`src/rtl/coin_input_conditioner.sv`:
```
// coin_input_conditioner: debounced, edge-detected, buffered coin codes for vending_machine
// Ports: clk system clock; rst async active-low reset; btn_five/btn_ten raw coin buttons;
//        coin_ready downstream accept; coin 2-bit code (00 none, 01 five, 10 ten);
//        coin_valid coin holds a real code; overflow sticky dropped-event flag.
// COIN_FIFO_EN defined: 4-entry FIFO buffer; undefined: single holding register.
module coin_input_conditioner #(
    parameter int DEBOUNCE_CYCLES = 1000000,
    parameter int CNT_W = 20
) (
    input  logic       clk,
    input  logic       rst,
    input  logic       btn_five,
    input  logic       btn_ten,
    input  logic       coin_ready,
    output logic [1:0] coin,
    output logic       coin_valid,
    output logic       overflow
);
    logic [1:0] raw, s1, s2, stab, stab_d, press, armed, warm;
    logic [CNT_W-1:0] cnt [2];
    logic pend_v, pend_ten, pend_v_n, pend_ten_n, drop_arb, wr_v, wr_ok, pop, empty, full;
    logic [1:0] wr_code, head;
    assign raw = {btn_ten, btn_five};
    // warm marks s2 as holding real samples; a button only arms once seen released,
    // so a button held through reset release stays silent until re-pressed
    always_ff @(posedge clk or negedge rst) begin
        if (!rst) begin
            s1 <= '0;
            s2 <= '0;
            stab <= '0;
            stab_d <= '0;
            press <= '0;
            armed <= '0;
            warm <= '0;
            cnt[0] <= '0;
            cnt[1] <= '0;
        end else begin
            s1 <= raw;
            s2 <= s1;
            stab_d <= stab;
            warm <= {warm[0], 1'b1};
            press <= stab & ~stab_d & armed;
            for (int i = 0; i < 2; i++) begin
                if (warm[1] && !stab[i] && !s2[i]) armed[i] <= 1'b1;
                if (s2[i] == stab[i]) cnt[i] <= '0;
                else if (cnt[i] == CNT_W'(DEBOUNCE_CYCLES - 1)) begin
                    stab[i] <= s2[i];
                    cnt[i] <= '0;
                end else cnt[i] <= cnt[i] + CNT_W'(1);
            end
        end
    end
    // priority: pending event, then ten, then five; one leftover is held, a second is dropped
    assign wr_v = pend_v | press[1] | press[0];
    assign wr_code = pend_v ? (pend_ten ? 2'b10 : 2'b01) : (press[1] ? 2'b10 : 2'b01);
    assign pend_v_n = pend_v ? (press[1] | press[0]) : (press[1] & press[0]);
    assign pend_ten_n = pend_v & press[1];
    assign drop_arb = pend_v & press[1] & press[0];
    assign pop = !empty && (!coin_valid || coin_ready);
    assign wr_ok = wr_v && (!full || pop);
`ifdef COIN_FIFO_EN
    logic [1:0] mem [4];
    logic [2:0] wp, rp;
    assign empty = (wp == rp);
    assign full = (wp == {~rp[2], rp[1:0]});
    assign head = mem[rp[1:0]];
    always_ff @(posedge clk or negedge rst) begin
        if (!rst) begin
            wp <= '0;
            rp <= '0;
            for (int i = 0; i < 4; i++) mem[i] <= '0;
        end else begin
            if (wr_ok) begin
                mem[wp[1:0]] <= wr_code;
                wp <= wp + 3'd1;
            end
            if (pop) rp <= rp + 3'd1;
        end
    end
`else
    logic hold_v;
    logic [1:0] hold_code;
    assign empty = !hold_v;
    assign full = hold_v;
    assign head = hold_code;
    always_ff @(posedge clk or negedge rst) begin
        if (!rst) begin
            hold_v <= 1'b0;
            hold_code <= '0;
        end else if (wr_ok) begin
            hold_v <= 1'b1;
            hold_code <= wr_code;
        end else if (pop) begin
            hold_v <= 1'b0;
            hold_code <= '0;
        end
    end
`endif
    always_ff @(posedge clk or negedge rst) begin
        if (!rst) begin
            pend_v <= 1'b0;
            pend_ten <= 1'b0;
            overflow <= 1'b0;
            coin <= 2'b00;
            coin_valid <= 1'b0;
        end else begin
            pend_v <= pend_v_n;
            pend_ten <= pend_ten_n;
            overflow <= overflow | drop_arb | (wr_v & ~wr_ok);
            if (!coin_valid || coin_ready) begin
                coin <= empty ? 2'b00 : head;
                coin_valid <= !empty;
            end
        end
    end
endmodule

```
`config.mk`:
```
export PLATFORM = sky130hd
export DESIGN_NAME = coin_input_conditioner
export DESIGN_NICKNAME = d
export VERILOG_FILES = /design/src/rtl/coin_input_conditioner.sv
export SDC_FILE = /design/constraint.sdc
export NUM_CORES = 1
export LEC_CHECK = 0
export ABC_AREA = 0
export CELL_PAD_IN_SITES_DETAIL_PLACEMENT = 1
export CELL_PAD_IN_SITES_GLOBAL_PLACEMENT = 2
export CORE_ASPECT_RATIO = 0.75
export CORE_MARGIN = 8
export CORE_UTILIZATION = 35
export CTS_CLUSTER_SIZE = 30
export DETAILED_ROUTE_END_ITERATION = 6
export GPL_TIMING_DRIVEN = 0
export MAX_ROUTING_LAYER = met4
export PLACE_DENSITY = 0.79
export SETUP_SLACK_MARGIN = 0.15
export SLEW_MARGIN = 20
export SYNTH_ARGS = -nofsm -noshare
export SYNTH_HDL_FRONTEND = slang
export SYNTH_SLANG_ARGS = --single-unit
```
`constraint.sdc`:
```
create_clock -name clk -period 3 [get_ports clk]
set_clock_uncertainty 0.05 [all_clocks]
set_input_delay 0.9 -clock clk [delete_from_list [all_inputs] [get_ports clk]]
set_output_delay 0.9 -clock clk [all_outputs]
set_load 0.01 [all_outputs]
```
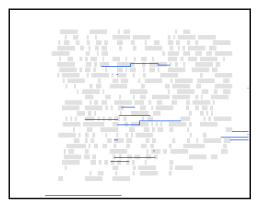
Fig. 1. The metal 3 layer.
Drawn at 2 px/um. Cells faint in the background.
main direction: horizontal
nets with wire on the layer: 10
share of all routed wire: 3.6%
longest straight run: 37.9 um
wire length on this layer: 209 um

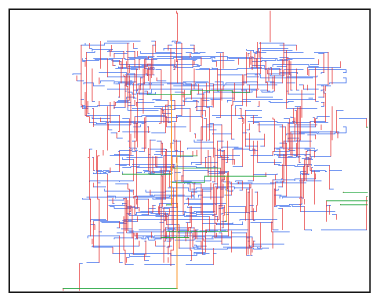
Fig. 2. Routed metal, one color a layer.
Drawn at 3 px/um.
[orange] metal 4 | wire length: 95.9 um
[green] metal 3 | wire length: 209 um
[red] metal 2 | wire length: 2500 um
[blue] metal 1 | wire length: 3010 um
via count: 1981
final WL: 5820 um
GRT Util Overall: 12.3%
Routed WL per cell: 14.5 um

==> run summary <==
yosys + openroad results -> Sequential Power 872 uW, Area growth, synth to finish 16.2%, Resize count post-CTS 0, CP top delay family AND-OR/OR-AND gates, FF-to-FF path depth 6, die width 120 um, io pins 9, Tmin final 2.53 ns, yosys adder share 1.24%, Placed Area 3060 sq um, reg-to-reg endpoint cnt[31]$_DFF_PN0_, DR WL met3 208 um, final setup margin 0.468 ns, Crit Reg-Reg Startpoint cnt[26]$_DFF_PN0_, Hold Path Cell Cnt 0, critical path arrival 2.69 ns, Leak Pwr 1.36 nW, ys cells 272, fin cells 402, FP Util 35.9%, Period Utilization, post-route 84.4%, Crit-path slowest cell o21ai_1, Fmax 395 MHz, Floorplan Nets 279, Synth area leader dfrtp_1, R2R setup slack 0.47 ns, Met1 Wirelength 3010 um, chip area 11200 sq um, Clk. pwr 819 uW, Crit. path cell count 6, CTS H-tree depth 3, ys async rst share 100%, Pwr Total 1.75 mW, met1 Usage GRT 15.8%, Hold WS 0.311 ns, logic gate share of total power 3.2%, Slew HR 44.0%, vias in the first global route 2147, Chip Height 93.8 um, Buf/Inv on CP 2, mux share 1.90%, met2 routed WL 2500 um, initial antenna violation count 0, # diodes 0, Worst path max stage delay 0.69 ns, YS warnings 0, number of max-cap violations 0, ys flops 63, number of enable flip-flop cells 0, status finished, final reports clean, Hold Startpoint warm[0]$_DFF_PN0_, clk latency late pin 0.34 ns, mapped cell area 2830 sq um, VDD IR-drop max 0.235 mV, M3 GR Usage 4.38%, Top cells excl fill/tap dfrtp_1 (63), nor2_1 (43), xnor2_1 (18), area share, top type 55.8%, Starting DRT DRC Count 137, Worst setup startpoint cnt[26]$_DFF_PN0_, largest net degree at the start of global routing 45, yosys aoi share 5.62%, Seq pwr share 49.9%, core outline area 7880 sq um, residual DRC count 0, Post-Synth Simple-Gate Area 23.7%, number of post-CTS setup repair buffers 0, synthesis area per yosys 2830 sq um, global routing's busiest layer met2, drt pass-1 iters 4, synth top area cells dfrtp_1 (56%), nor2_1 (5.7%), xnor2_1 (5.6%), crit path capture type flip-flop, final tally of hold violations 0, Worst setup SP type flip-flop, Final Cell Area 3280 sq um, placed insts 386, share of layout cells above drive strength 1 9.43%, I/O Buffers 8, crit-path max FO 10, DP HPWL 4030 um, Gate Count Post-Synth 272, CTS tree done, post-layout util 41.7%, final setup TNS 0 ns, post-cts hold-fix buffer tally 0, RSZ-0062 raised after global routing no, Crit Path Class reg2reg, CTS sink cnt 63, Cell Type Count 39, clock transition at the registers of the reported paths 0.07 ns, Int Power 1.35 mW, final max-slew violation count 0, most frequent logic cell in the layout dfrtp_1, clock buffer depth 2, met2 Track Usage GR 17.4%
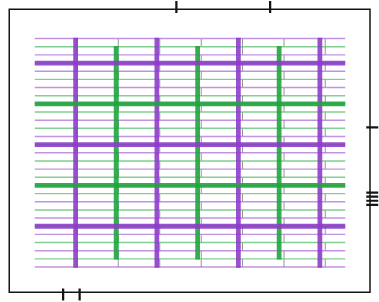
Fig. 3. Power grid.
Drawn at 3 px/um. Pins as bars on the die edge. Tap cells in gray.
[purple] VSS
[green] VDD
tap cells: 105
met4 straps: 7
met5 straps: 5
rows: 28
signal pins: 9

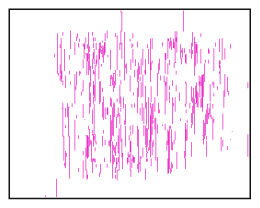
Fig. 4. Metal 2.
Drawn at 2 px/um.
nets with wire on the layer: 249
longest straight run: 24.1 um
share of all routed wire: 43%
wire length on this layer: 2500 um

-- registers in the layout, summed over array words and instances, names as in the netlist, 2 cells and up --
name	count
head	2
s1	2
coin	2
press	2
stab	2
armed	2
cnt	40
s2	2
stab_d	2
warm	2
-- cell type report --
type	count	area, sq um
Fill cell	897	4600
Inverter	7	26.3
Buffer	6	31.3
Tap cell	105	131
Sequential cell	63	1580
Timing Repair Buffer	9	105
Multi-Input combinational cell	196	1190
Clock buffer	9	124
Clock inverter	7	96.3
-- worst register-to-register path, delay by kind of cell, from the launching register on --
family                 cells  cell delay [ns]
AOI/OAI and AO/OA          1             0.69
and+or+nand+nor            3             0.66
buffers and inverters      2             0.64
DFF                        1             0.36
No activity file was given, so power comes from the tool's default toggle rates.
